run_1/layer_met2.png
Bar = 50 um.
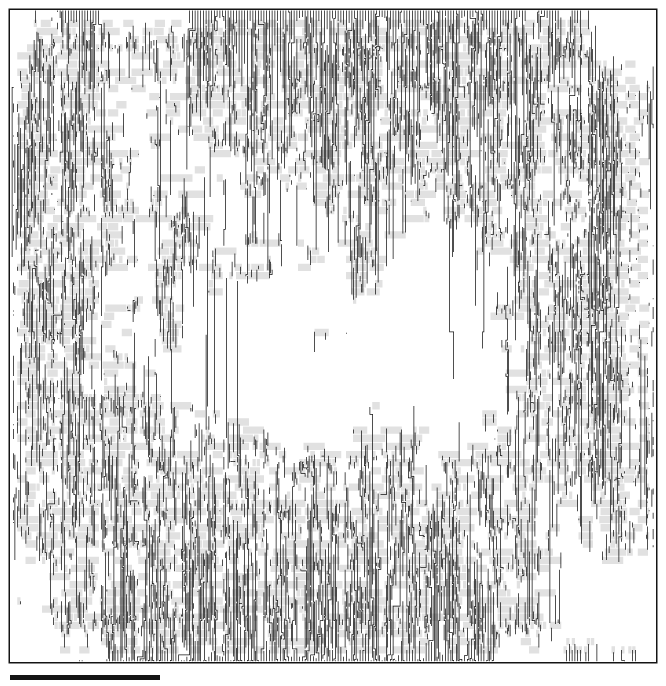
run_1/sizes.png
Bar = 50 um.
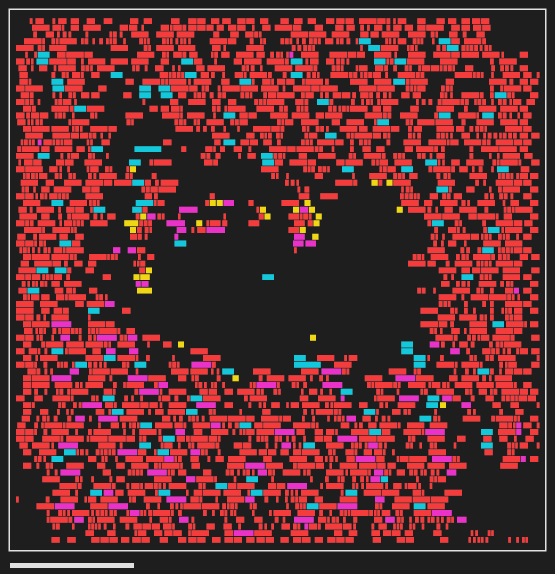
run_1/detail.png
Bar = 10 um. Region (88, 45) to (128, 85) um. Cells in grey, sequential cells in the stronger grey; small squares are vias.
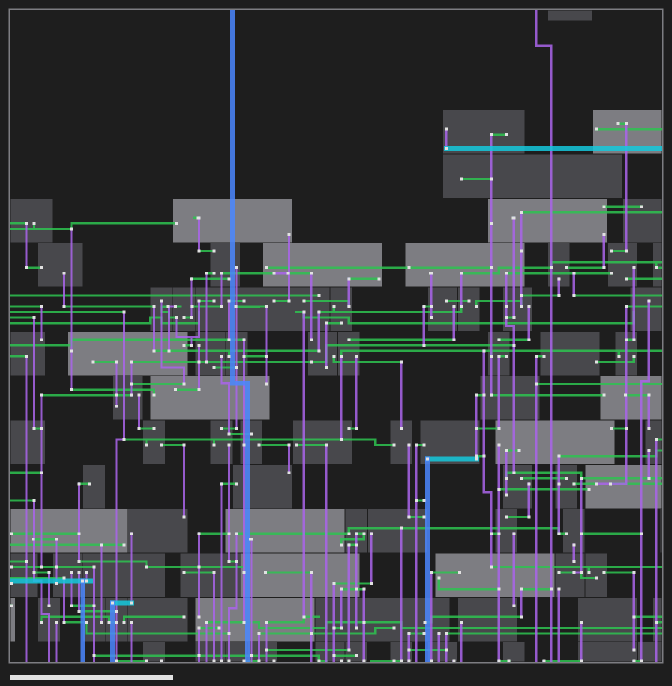
--- config.mk ---
export PLATFORM = sky130hd
export DESIGN_NAME = cache_axi_bridge
export DESIGN_NICKNAME = d
export VERILOG_FILES = /design/src/rtl/cache_axi_bridge_pkg.sv /design/src/rtl/cache_axi_bridge.sv
export SDC_FILE = /design/constraint.sdc
export NUM_CORES = 1
export LEC_CHECK = 0
export CORE_AREA = 2 2 214 216
export CTS_BUF_LIST = sky130_fd_sc_hd__clkbuf_8
export DETAILED_ROUTE_END_ITERATION = 10
export DIE_AREA = 0 0 216 218
export PLACE_DENSITY = 0.64
export SLEW_MARGIN = 0
export SYNTH_ARGS = -nofsm -noshare
export SYNTH_HDL_FRONTEND = slang
export SYNTH_SLANG_ARGS = --single-unit
--- constraint.sdc ---
create_clock -name clk -period 7.4 [get_ports clk]
set_input_delay 1.48 -clock clk [delete_from_list [all_inputs] [get_ports clk]]
set_output_delay 1.48 -clock clk [all_outputs]
set_load 0.005 [all_outputs]
--- src/rtl/cache_axi_bridge_pkg.sv ---
// Shared command codes, AXI encodings and FSM state type for the cache AXI bridge.
package cache_axi_bridge_pkg;

    localparam logic [2:0] REQ_TO_AXI_NONE        = 3'd0;
    localparam logic [2:0] REQ_TO_AXI_LOAD_WORD   = 3'd1;
    localparam logic [2:0] REQ_TO_AXI_LOAD_BLOCK  = 3'd2;
    localparam logic [2:0] REQ_TO_AXI_WRITE_WORD  = 3'd3;
    localparam logic [2:0] REQ_TO_AXI_WRITE_BLOCK = 3'd4;

    localparam logic [1:0] BURST_INCR = 2'b01;
    localparam logic [2:0] SIZE_WORD  = 3'd2;

    typedef enum logic [2:0] {
        ST_IDLE    = 3'd0,
        ST_RD_ADDR = 3'd1,
        ST_RD_DATA = 3'd2,
        ST_WR_ADDR = 3'd3,
        ST_WR_DATA = 3'd4,
        ST_WR_RESP = 3'd5,
        ST_DONE    = 3'd6
    } bridge_state_t;

endpackage

--- src/rtl/cache_axi_bridge.sv ---
// Single-outstanding AXI4 master turning cache word/block load/store commands into AR/R or AW/W/B bursts.
// Handshakes: a beat transfers on a rising edge where valid && ready; valid and payload are held stable until then.
module cache_axi_bridge
    import cache_axi_bridge_pkg::*;
#(
    parameter int ADDR_W      = 32,
    parameter int DATA_W      = 32,
    parameter int BLOCK_WORDS = 4
) (
    input  logic                          clk,
    input  logic                          rstn,
    input  logic [2:0]                    req_to_axi,
    input  logic [ADDR_W-1:0]             ad_to_axi,
    input  logic [BLOCK_WORDS*DATA_W-1:0] wblock_to_axi,
    input  logic [DATA_W-1:0]             wword_to_axi,
    input  logic [DATA_W/8-1:0]           wword_en_to_axi,
    input  logic [2:0]                    rword_en_to_axi,
    output logic                          ready_from_axi,
    output logic                          task_finish_from_axi,
    output logic [BLOCK_WORDS*DATA_W-1:0] rblock_from_axi,
    output logic [DATA_W-1:0]             rword_from_axi,
    output logic [ADDR_W-1:0]             araddr,
    output logic [7:0]                    arlen,
    output logic [2:0]                    arsize,
    output logic [1:0]                    arburst,
    output logic                          arvalid,
    input  logic                          arready,
    input  logic [DATA_W-1:0]             rdata,
    input  logic [1:0]                    rresp,
    input  logic                          rlast,
    input  logic                          rvalid,
    output logic                          rready,
    output logic [ADDR_W-1:0]             awaddr,
    output logic [7:0]                    awlen,
    output logic [2:0]                    awsize,
    output logic [1:0]                    awburst,
    output logic                          awvalid,
    input  logic                          awready,
    output logic [DATA_W-1:0]             wdata,
    output logic [DATA_W/8-1:0]           wstrb,
    output logic                          wlast,
    output logic                          wvalid,
    input  logic                          wready,
    input  logic [1:0]                    bresp,
    input  logic                          bvalid,
    output logic                          bready,
    output logic [2:0]                    o_dbg_state
);

    localparam int BLOCK_W = BLOCK_WORDS * DATA_W;
    localparam int STRB_W  = DATA_W / 8;
    localparam int CNT_W   = (BLOCK_WORDS > 1) ? $clog2(BLOCK_WORDS) : 1;
    localparam int BLK_OFF = $clog2(BLOCK_WORDS * STRB_W);
    localparam int WRD_OFF = $clog2(STRB_W);

    localparam logic [CNT_W-1:0]  CNT_LAST  = CNT_W'(BLOCK_WORDS - 1);
    localparam logic [7:0]        BLK_LEN   = 8'(BLOCK_WORDS - 1);
    localparam logic [ADDR_W-1:0] BLK_MASK  = ~((ADDR_W'(1) << BLK_OFF) - ADDR_W'(1));
    localparam logic [ADDR_W-1:0] WRD_MASK  = ~((ADDR_W'(1) << WRD_OFF) - ADDR_W'(1));

    bridge_state_t        r_state;
    bridge_state_t        w_next;
    logic                 r_blk;
    logic [CNT_W-1:0]     r_cnt;
    logic [ADDR_W-1:0]    r_araddr;
    logic [7:0]           r_arlen;
    logic [2:0]           r_arsize;
    logic [ADDR_W-1:0]    r_awaddr;
    logic [7:0]           r_awlen;
    logic [BLOCK_W-1:0]   r_wblock;
    logic [DATA_W-1:0]    r_wword;
    logic [STRB_W-1:0]    r_wstrb;
    logic [BLOCK_W-1:0]   r_rblock;
    logic [DATA_W-1:0]    r_rword;
    logic                 w_wlast;
    logic                 w_cnt_at_last;
    logic                 w_unused_resp;

    // Slave error responses carry no action here; completion is reported regardless.
    assign w_unused_resp = ^{rresp, bresp};

    always_ff @(posedge clk) begin
        if (!rstn) begin
            r_state <= ST_IDLE;
        end else begin
            r_state <= w_next;
        end
    end

    always_comb begin
        w_next         = r_state;
        ready_from_axi = 1'b0;
        case (r_state)
            ST_IDLE: begin
                if (req_to_axi != REQ_TO_AXI_NONE) begin
                    ready_from_axi = 1'b1;
                    case (req_to_axi)
                        REQ_TO_AXI_LOAD_WORD,
                        REQ_TO_AXI_LOAD_BLOCK:  w_next = ST_RD_ADDR;
                        REQ_TO_AXI_WRITE_WORD,
                        REQ_TO_AXI_WRITE_BLOCK: w_next = ST_WR_ADDR;
                        // Undefined codes are acknowledged and completed without bus traffic.
                        default:                w_next = ST_DONE;
                    endcase
                end
            end
            ST_RD_ADDR: if (arready)          w_next = ST_RD_DATA;
            ST_RD_DATA: if (rvalid && rlast)  w_next = ST_DONE;
            ST_WR_ADDR: if (awready)          w_next = ST_WR_DATA;
            ST_WR_DATA: if (wready && w_wlast) w_next = ST_WR_RESP;
            ST_WR_RESP: if (bvalid)           w_next = ST_DONE;
            ST_DONE:                          w_next = ST_IDLE;
            default:                          w_next = ST_IDLE;
        endcase
    end

    assign w_cnt_at_last = (r_cnt == CNT_LAST);
    assign w_wlast       = r_blk ? w_cnt_at_last : 1'b1;

    always_ff @(posedge clk) begin
        if (!rstn) begin
            r_blk    <= 1'b0;
            r_cnt    <= '0;
            r_araddr <= '0;
            r_arlen  <= '0;
            r_arsize <= '0;
            r_awaddr <= '0;
            r_awlen  <= '0;
            r_wblock <= '0;
            r_wword  <= '0;
            r_wstrb  <= '0;
            r_rblock <= '0;
            r_rword  <= '0;
        end else begin
            if (r_state == ST_IDLE && ready_from_axi) begin
                r_blk <= (req_to_axi == REQ_TO_AXI_LOAD_BLOCK) ||
                         (req_to_axi == REQ_TO_AXI_WRITE_BLOCK);
                r_cnt <= '0;
                case (req_to_axi)
                    REQ_TO_AXI_LOAD_WORD: begin
                        r_araddr <= ad_to_axi;
                        r_arlen  <= 8'd0;
                        r_arsize <= rword_en_to_axi;
                    end
                    REQ_TO_AXI_LOAD_BLOCK: begin
                        r_araddr <= ad_to_axi & BLK_MASK;
                        r_arlen  <= BLK_LEN;
                        r_arsize <= SIZE_WORD;
                    end
                    REQ_TO_AXI_WRITE_WORD: begin
                        r_awaddr <= ad_to_axi & WRD_MASK;
                        r_awlen  <= 8'd0;
                        r_wword  <= wword_to_axi;
                        r_wstrb  <= wword_en_to_axi;
                    end
                    REQ_TO_AXI_WRITE_BLOCK: begin
                        r_awaddr <= ad_to_axi & BLK_MASK;
                        r_awlen  <= BLK_LEN;
                        r_wblock <= wblock_to_axi;
                    end
                    default: ;
                endcase
            end
            // The beat counter saturates so a slave sending extra beats cannot index past the block.
            if (r_state == ST_RD_DATA && rvalid) begin
                if (r_blk) begin
                    r_rblock[r_cnt*DATA_W +: DATA_W] <= rdata;
                    if (!w_cnt_at_last) r_cnt <= r_cnt + 1'b1;
                end else begin
                    r_rword <= rdata;
                end
            end
            if (r_state == ST_WR_DATA && wready && r_blk && !w_cnt_at_last) begin
                r_cnt <= r_cnt + 1'b1;
            end
        end
    end

    assign arvalid              = (r_state == ST_RD_ADDR);
    assign rready               = (r_state == ST_RD_DATA);
    assign awvalid              = (r_state == ST_WR_ADDR);
    assign wvalid               = (r_state == ST_WR_DATA);
    assign bready               = (r_state == ST_WR_RESP);
    assign task_finish_from_axi = (r_state == ST_DONE);

    assign araddr  = r_araddr;
    assign arlen   = r_arlen;
    assign arsize  = r_arsize;
    assign arburst = BURST_INCR;
    assign awaddr  = r_awaddr;
    assign awlen   = r_awlen;
    assign awsize  = SIZE_WORD;
    assign awburst = BURST_INCR;

    assign wdata = r_blk ? r_wblock[r_cnt*DATA_W +: DATA_W] : r_wword;
    assign wstrb = r_blk ? {STRB_W{1'b1}} : r_wstrb;
    assign wlast = w_wlast;

    assign rblock_from_axi = r_rblock;
    assign rword_from_axi  = r_rword;
    assign o_dbg_state     = r_state;

endmodule

==> flow_metrics.py, run 1 <==
# Physical implementation metrics
metrics = {
    "placement": {
        "dpl.hpwl_mm": 37.5,
        "port_buffers": 517,
        "placed_area_um2": 20900,
        "gp_congestion": 0.855,
        "place_ws_ns": 2.68,
    },
    "setup_path": {
        "cp.required_ns": 5.92,
        "rr_worst_depth": 6,
        "crit_buf_inv": 2,
        "arrival_ns": 3.25,
        "critPathKind": "in -> out",
        "cp-startpoint": "req_to_axi[2]",
    },
    "layout": {
        "comb-cell-share": 0.305,
        "seq_share": 0.354,
        "design_area_um2": 22400,
        "signal_buffers": 541,
        "stdcell_count": 3018,
        "area_share_nonclk_buffers": 0.239,
        "flops": 397,
        "logic_area_um2": 6840,
        "comb_cells": 1341,
        "postLayoutCoreUtil": 0.500,
        "clk_share": 0.0660,
        "nNonClkInverters": 4,
        "seq_area_um2": 7950,
    },
    "pwr": {
        "pg_clk_mw": 2.11,
        "power_leader": "sequential cells",
        "pwr-share-clk": 0.375,
    },
    "global_routing": {
        "grtUsageMet3": 0.0608,
        "grt_antenna_before_repair": 9,
        "grtUsageTotal": 0.227,
        "grt_max_degree": 184,
        "met1_usage": 0.268,
        "grt_pass1_vias": 14500,
        "busiest_layer": "met2",
        "grt_pass1_wl_mm": 83.0,
    },
    "die": {
        "fp.dieW_um": 216,
        "core_um2": 44900,
    },
    "route": {
        "wl_per_cell_um": 18.4,
        "top_layer": "met4",
        "dr_wl_met2_mm": 26.9,
        "wl_met3_mm": 3.91,
        "vias": 15000,
        "drc": 0,
        "viasPerCell": 4.97,
        "ant_nets": 0,
    },
    "synth": {
        "synthAdderAreaFrac": 0.00483,
        "synth_seq_share": 0.511,
        "synthTopCellsByCount": "648 x nand2_1, 397 x dfxtp_1, 394 x a21oi_1, 136 x nand3_1, 108 x clkbuf_1",
        "ff_type": "dfxtp_1",
        "ys_types": 41,
        "top_area_frac": 0.511,
        "async_flop_share": 0,
        "ys_sh_aoi": 0.133,
        "top_cell": "nand2_1",
        "top_area_cell": "dfxtp_1",
    },
    "timing": {
        "min_period_ns": 4.73,
        "fmax_mhz": 212,
        "hold_viol": 0,
        "finClkSkew_ns": 0.0192,
        "worst_slack_ns": 2.67,
        "fin_setup_tns_ns": 0,
        "timing.final.setup_violations": 0,
        "period_used_share": 0.639,
    },
    "run": {
        "warnings": 41,
        "drv_cap": 0,
    },
    "clock_tree": {
        "postCtsHoldBufs": 0,
        "worstSkewPairLatency_ns": 0.62,
        "cts_buffer_depth": 3,
        "cts-resized-gates": 0,
        "postCtsSetupBuffers": 0,
        "clock-sinks": 397,
        "cts_tree": "built",
    },
    "worst_hold_path": {
        "hold_path_depth": 2,
        "min_to": "r_wblock[91]",
    },
    "outcome": {
        "outcome": "completed",
    },
}
-- layer_met2.png (at the start) --
The layer holds 48% of the routed length. The longest straight run is 61.2 um. The layer carries 26.9 mm of wire.

-- sizes.png (at the start) --
Key: _3 and _4 cells = yellow [cells 27, most used buf_4]; _6 and larger = cyan [cells 99, most used clkbuf_8]; _0 and _1 cells = red [cells 2196, most used nand2_1]; _2 cells = magenta [cells 87, most used mux2_2]

-- detail.png (at the start) --
Key: metal 3 = cyan; metal 4 = blue; metal 2 = purple; metal 1 = green
Sequential cells in the window: 15. 69 logic cells have their middle in the window. Most frequent: nand2_1 (21), dfxtp_1 (15), clkdlybuf4s50_1 (13). Netlist names of flops here include r_wblock (15).

==> run 2: changes to the inputs <==
--- a/config.mk
+++ b/config.mk
@@ -9,7 +9,7 @@
 export CTS_BUF_LIST = sky130_fd_sc_hd__clkbuf_8
 export DETAILED_ROUTE_END_ITERATION = 10
 export DIE_AREA = 0 0 216 218
-export PLACE_DENSITY = 0.64
+export PLACE_DENSITY = 0.67
 export SLEW_MARGIN = 0
 export SYNTH_ARGS = -nofsm -noshare
 export SYNTH_HDL_FRONTEND = slang
==> constraint.sdc (replaced) <==
create_clock -name clk -period 3.9 [get_ports clk]
set_input_delay 0.78 -clock clk [delete_from_list [all_inputs] [get_ports clk]]
set_output_delay 0.78 -clock clk [all_outputs]
set_load 0.005 [all_outputs]
run_2/layer_met1.png
Bar = 50 um. Supply wires on this layer in grey.
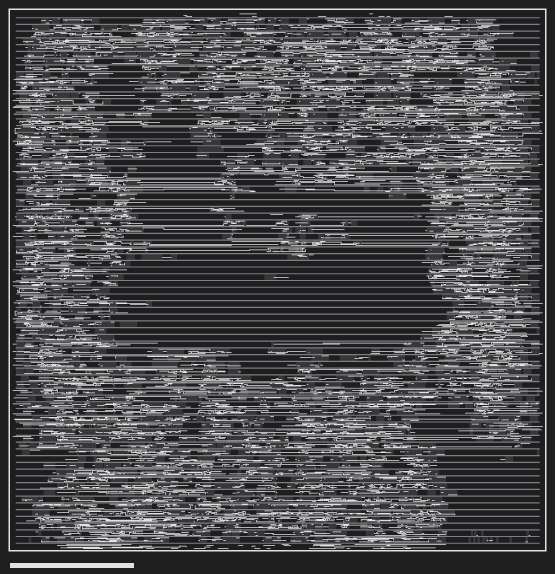
The layer carries 22.7 mm of wire. The layer holds 41% of the routed length.

run_2/congestion.png
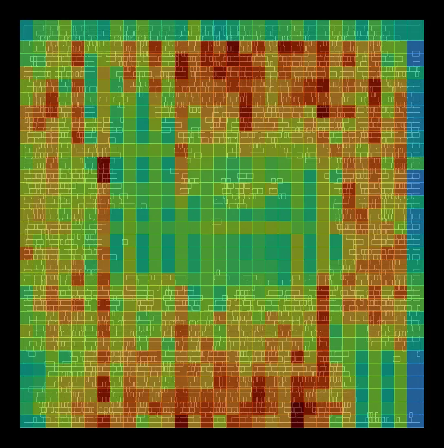
per-cell routed wire length: 18.5 um
GRT busiest layer: met2
GRT Total Usage: 0.232

==> run 2 against run 1 <==
Against the previous run: combinational power rose by 94%; register-to-register slack worse by 2.5 ns; first-iteration DRC count down 3.0%; sequential power grew 89%; cell count increased by 0.46%; setup slack worse by 2.3 ns; worst hold slack better by 0.0017 ns; global-route usage increased by 0.50 points; core utilization up 0.51 points; via count rose by 0.61%; wire length up 0.65%; critical endpoint is now wdata[10]; largest power group unchanged.
==> flow_metrics.py, run 2 <==
# Physical implementation metrics
metrics = {
    "outcome": {
        "outcome": "completed",
    },
    "pwr": {
        "power_leader": "sequential cells",
        "internal_power_mw": 7.79,
        "design_power_total_mw": 10.8,
        "seq-power_mw": 4.56,
        "pwr-share-clk": 0.383,
        "comb_power_share": 0.196,
        "comb-power_mw": 2.13,
        "swShare": 0.282,
        "power_density_nw_per_um2": 478,
        "pg_clk_mw": 4.15,
        "p_seq_frac": 0.420,
    },
    "route": {
        "wl_mm": 56.0,
        "first_pass_iters": 5,
        "viasPerCell": 4.98,
        "wl_met3_mm": 3.74,
        "drt_iter0_markers": 1040,
        "vias": 15100,
        "dr_wl_met2_mm": 27.3,
        "wl_met1_mm": 22.7,
        "drc": 0,
        "top_layer": "met4",
        "ant_nets": 0,
    },
    "worst_hold_path": {
        "min_from": "r_wblock[80]",
        "hold_class": "reg -> reg",
        "min_to": "r_wblock[80]",
        "hold_path_depth": 2,
    },
    "layout": {
        "stdcell_count": 3032,
        "logic_area_um2": 6840,
        "design_area_um2": 22700,
        "largestClassByArea": "flip-flops and latches",
        "seq_share": 0.351,
        "seq_area_um2": 7950,
        "layout_top_cell": "nand2_1",
        "flops": 397,
        "clk_share": 0.0680,
        "antenna_cells": 12,
        "nFillCells": 4254,
        "area_growth_pct": 45.8,
        "postLayoutCoreUtil": 0.505,
        "nNonClkInverters": 4,
        "final_nets": 2620,
        "signal_buffers": 554,
        "comb-cell-share": 0.302,
        "area_share_nonclk_buffers": 0.244,
        "comb_cells": 1341,
        "drive_gt1_frac": 0.0963,
    },
    "synth": {
        "async_flop_share": 0,
        "ys_types": 41,
        "topCombFamilyByArea": "simple AND/OR/NAND/NOR gates",
        "yosys_warnings": 0,
        "area_leaders": "dfxtp_1 51%, nand2_1 16%, a21oi_1 13%",
        "synth-simple-area-share": 0.222,
        "synth-edff-count": 0,
        "synth_seq_share": 0.511,
        "ff_type": "dfxtp_1",
        "synth_stat.cells": 1903,
        "ys_sh_aoi": 0.133,
        "top_cell": "nand2_1",
        "top_area_frac": 0.511,
        "top_area_cell": "dfxtp_1",
        "synthAdderAreaFrac": 0.00483,
        "synthTopCellsByCount": "648 x nand2_1, 397 x dfxtp_1, 394 x a21oi_1, 136 x nand3_1, 108 x clkbuf_1",
        "synthCells": 1903,
        "yosys.area_share.xor_xnor": 0.00113,
        "mux_area_frac": 0.0715,
    },
    "global_routing": {
        "grt_pass1_vias": 14900,
        "grt_pass1_wl_mm": 85.1,
        "met1_usage": 0.278,
        "grtUsageMet3": 0.0548,
        "overflow": 0,
        "grt_max_degree": 129,
        "grt_antenna_before_repair": 11,
    },
    "clock_tree": {
        "clock-sinks": 397,
        "postCtsSetupBuffers": 0,
        "worstSkewPairLatency_ns": 0.64,
        "cts_tree": "built",
        "numCtsBuffers": 70,
        "postCtsHoldBufs": 0,
        "clkTransAtPathRegs_ns": 0.06,
        "cts-resized-gates": 1,
        "cts_buffer_depth": 3,
        "h-tree-depth": 3,
    },
    "placement": {
        "port_buffers": 517,
        "placed_area_um2": 21100,
        "place_ws_ns": 0.637,
        "gp_congestion": 0.868,
        "dpl.hpwl_mm": 38.7,
    },
    "setup_path": {
        "cp-end-kind": "output pin",
        "worst_path_dominant_cell_family": "multiplexers",
        "arrival_ns": 2.79,
        "cp_cell_sequence": "buf_4 -> mux4_2 -> mux2_2 -> clkdlybuf4s50_1",
        "cp-start-kind": "register",
        "slowest_delay_ns": 0.63,
        "cp.required_ns": 3.12,
        "crit_buf_inv": 2,
        "critPathKind": "reg -> out",
        "cp-startpoint": "r_cnt[0]",
        "critPathSlowestCell": "dfxtp_4",
        "regToRegSetupSlack_ns": 1.34,
        "rr_worst_depth": 6,
        "critPathCapture": "wdata[10]",
    },
    "timing": {
        "period_used_share": 0.915,
        "worst_slack_ns": 0.333,
        "hold_viol": 0,
        "fin_setup_tns_ns": 0,
        "fin_hold_ws_ns": 0.449,
        "fmax_mhz": 280,
        "min_period_ns": 3.57,
        "timing.final.setup_violations": 0,
        "timing.slew.headroom": 0.363,
        "finClkSkew_ns": 0.0252,
        "rsz0062_at_grt": "no",
    },
    "die": {
        "io_pins": 543,
        "fp-utilization": 0.346,
        "core_um2": 44900,
        "fp.dieW_um": 216,
    },
    "run": {
        "drv_cap": 0,
        "warnings": 38,
    },
}
run_2/detail.png
Bar = 10 um. Region (88, 45) to (128, 85) um. Cells in grey, sequential cells in the stronger grey; small squares are vias.
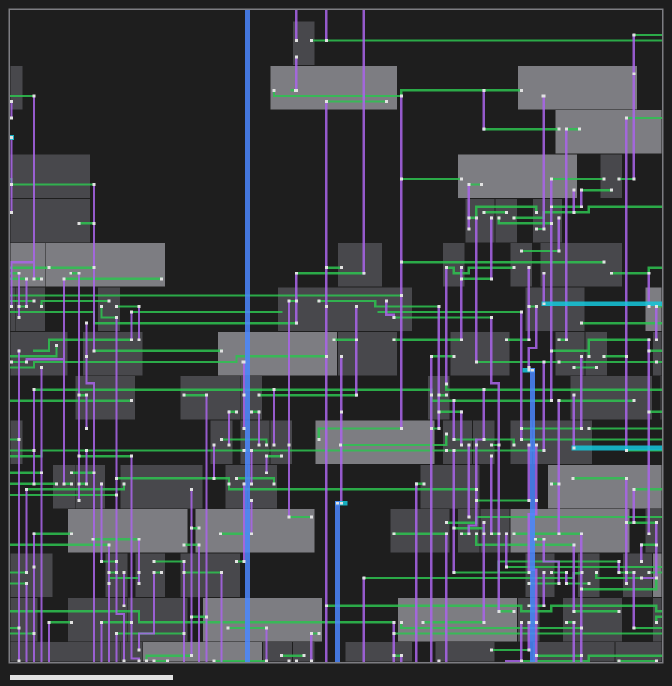
Key: metal 3 = cyan; metal 2 = purple; metal 4 = blue; metal 1 = green
67 logic cells have their middle in the window. Netlist names of flops here include r_wblock (11). Most frequent: nand2_1 (19), clkdlybuf4s50_1 (13). Sequential cells in the window: 13.

==> run 3: changes to the inputs <==
--- a/config.mk
+++ b/config.mk
@@ -9,6 +9,7 @@
 export CTS_BUF_LIST = sky130_fd_sc_hd__clkbuf_8
 export DETAILED_ROUTE_END_ITERATION = 10
 export DIE_AREA = 0 0 216 218
+export GPL_ROUTABILITY_DRIVEN = 0
 export PLACE_DENSITY = 0.67
 export SLEW_MARGIN = 0
 export SYNTH_ARGS = -nofsm -noshare
run_3/sizes.png
Bar = 50 um.
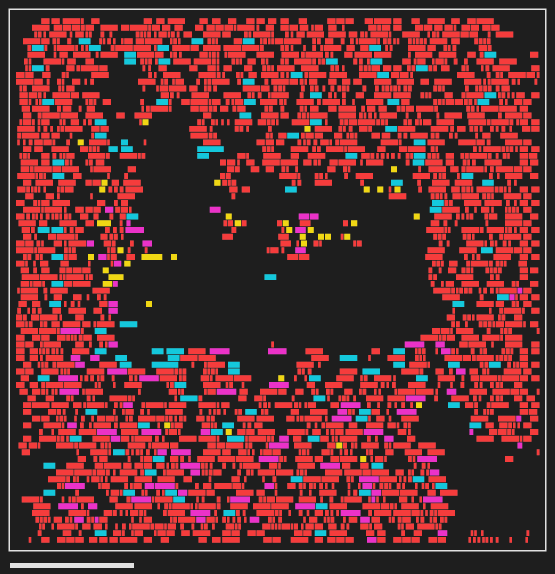
Key: _3 and _4 cells = yellow [cells 38, most used buf_4]; _6 and larger = cyan [cells 110, most used clkbuf_8]; _2 cells = magenta [cells 85, most used mux2_2]; _0 and _1 cells = red [cells 2187, most used nand2_1]

run_3/layer_met1.png
Bar = 50 um. Supply wires on this layer in grey.
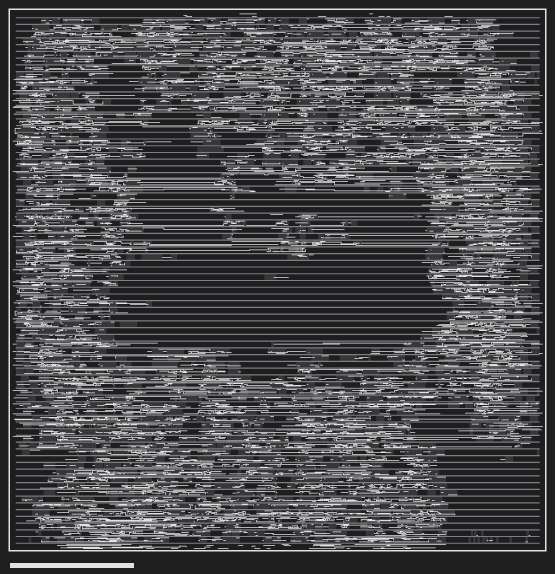
Post-Route WL: 56.0 mm
via count: 15100
met1 Track Usage GR: 0.278

==> run 3 against run 2 <==
Against the previous run: count of clock-buffer cells in the layout unchanged; largest cell class unchanged; clock skew did not move; cell count is the same; critical path depth unchanged.
==> flow_metrics.py, run 3 <==
# Physical implementation metrics
metrics = {
    "clock_tree": {
        "h-tree-depth": 3,
        "numCtsBuffers": 70,
        "worstSkewPairLatency_ns": 0.64,
        "clkTransAtPathRegs_ns": 0.06,
        "clock-sinks": 397,
        "postCtsSetupBuffers": 0,
        "postCtsHoldBufs": 0,
        "cts_buffer_depth": 3,
    },
    "route": {
        "wl_met1_mm": 22.7,
        "drc": 0,
        "viasPerCell": 4.98,
        "top_layer": "met4",
        "wl_per_cell_um": 18.5,
        "drt_iter0_markers": 1040,
    },
    "layout": {
        "seq_share": 0.351,
        "final_nets": 2620,
        "clk_share": 0.0680,
        "logic_area_um2": 6840,
        "flops": 397,
        "comb_cells": 1341,
        "nNonClkInverters": 4,
        "postLayoutCoreUtil": 0.505,
        "design_area_um2": 22700,
        "comb-cell-share": 0.302,
        "stdcell_count": 3032,
        "signal_buffers": 554,
        "antenna_cells": 12,
    },
    "worst_hold_path": {
        "min_to": "r_wblock[80]",
        "min_from": "r_wblock[80]",
        "hold_class": "reg -> reg",
    },
    "placement": {
        "place_ws_ns": 0.637,
        "port_buffers": 517,
        "placed_area_um2": 21100,
    },
    "timing": {
        "timing.slew.headroom": 0.363,
        "fin_setup_tns_ns": 0,
        "hold_viol": 0,
        "min_period_ns": 3.57,
        "finClkSkew_ns": 0.0252,
    },
    "setup_path": {
        "regToRegSetupSlack_ns": 1.34,
        "cp-start-kind": "register",
        "crit_buf_inv": 2,
        "rr_worst_depth": 6,
        "cp-startpoint": "r_cnt[0]",
        "cp_cell_sequence": "buf_4 -> mux4_2 -> mux2_2 -> clkdlybuf4s50_1",
        "critPathSlowestCell": "dfxtp_4",
        "critPathCapture": "wdata[10]",
        "arrival_ns": 2.79,
    },
    "synth": {
        "synth-simple-area-share": 0.222,
        "ys_sh_aoi": 0.133,
        "synth_seq_share": 0.511,
        "yosys.area_share.xor_xnor": 0.00113,
        "async_flop_share": 0,
        "yosys_warnings": 0,
        "topCombFamilyByArea": "simple AND/OR/NAND/NOR gates",
        "synthAdderAreaFrac": 0.00483,
        "mux_area_frac": 0.0715,
        "area_leaders": "dfxtp_1 51%, nand2_1 16%, a21oi_1 13%",
        "synth-edff-count": 0,
        "top_area_cell": "dfxtp_1",
        "top_area_frac": 0.511,
        "synth_stat.cells": 1903,
        "synthCells": 1903,
    },
    "pwr": {
        "pwr-share-clk": 0.383,
        "design_power_total_mw": 10.8,
        "seq-power_mw": 4.56,
        "pg_clk_mw": 4.15,
        "comb-power_mw": 2.13,
        "swShare": 0.282,
        "power_leader": "sequential cells",
        "internal_power_mw": 7.79,
    },
    "global_routing": {
        "overflow": 0,
        "busiest_layer": "met2",
        "grt_pass1_vias": 14900,
        "grtUsageTotal": 0.232,
        "grt_pass1_wl_mm": 85.1,
        "grt_antenna_before_repair": 11,
    },
    "die": {
        "io_pins": 543,
    },
    "outcome": {
        "outcome": "completed",
    },
    "run": {
        "drv_cap": 0,
    },
}
run_3/layer_met2.png
Bar = 50 um.
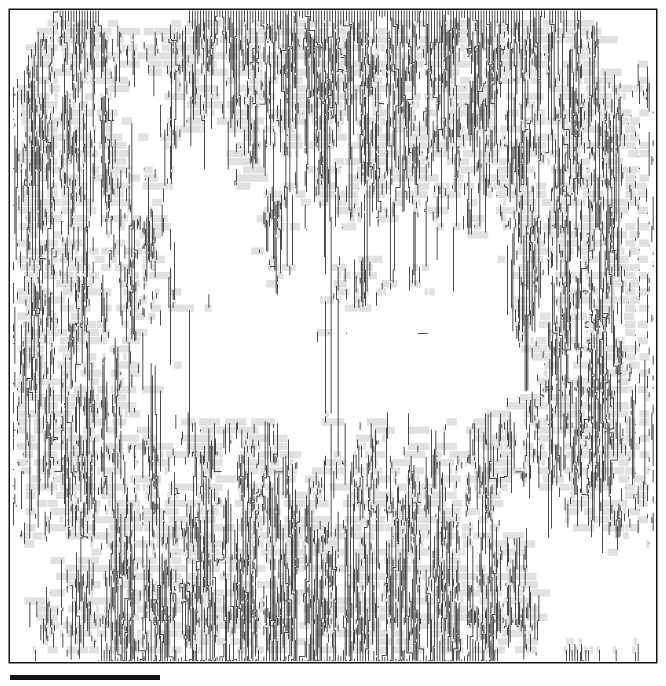
The longest straight run is 73.1 um. 2132 nets have wire on it. The wires run mostly vertical. The layer carries 27.3 mm of wire.

No activity file was given, so power comes from the tool's default toggle rates.
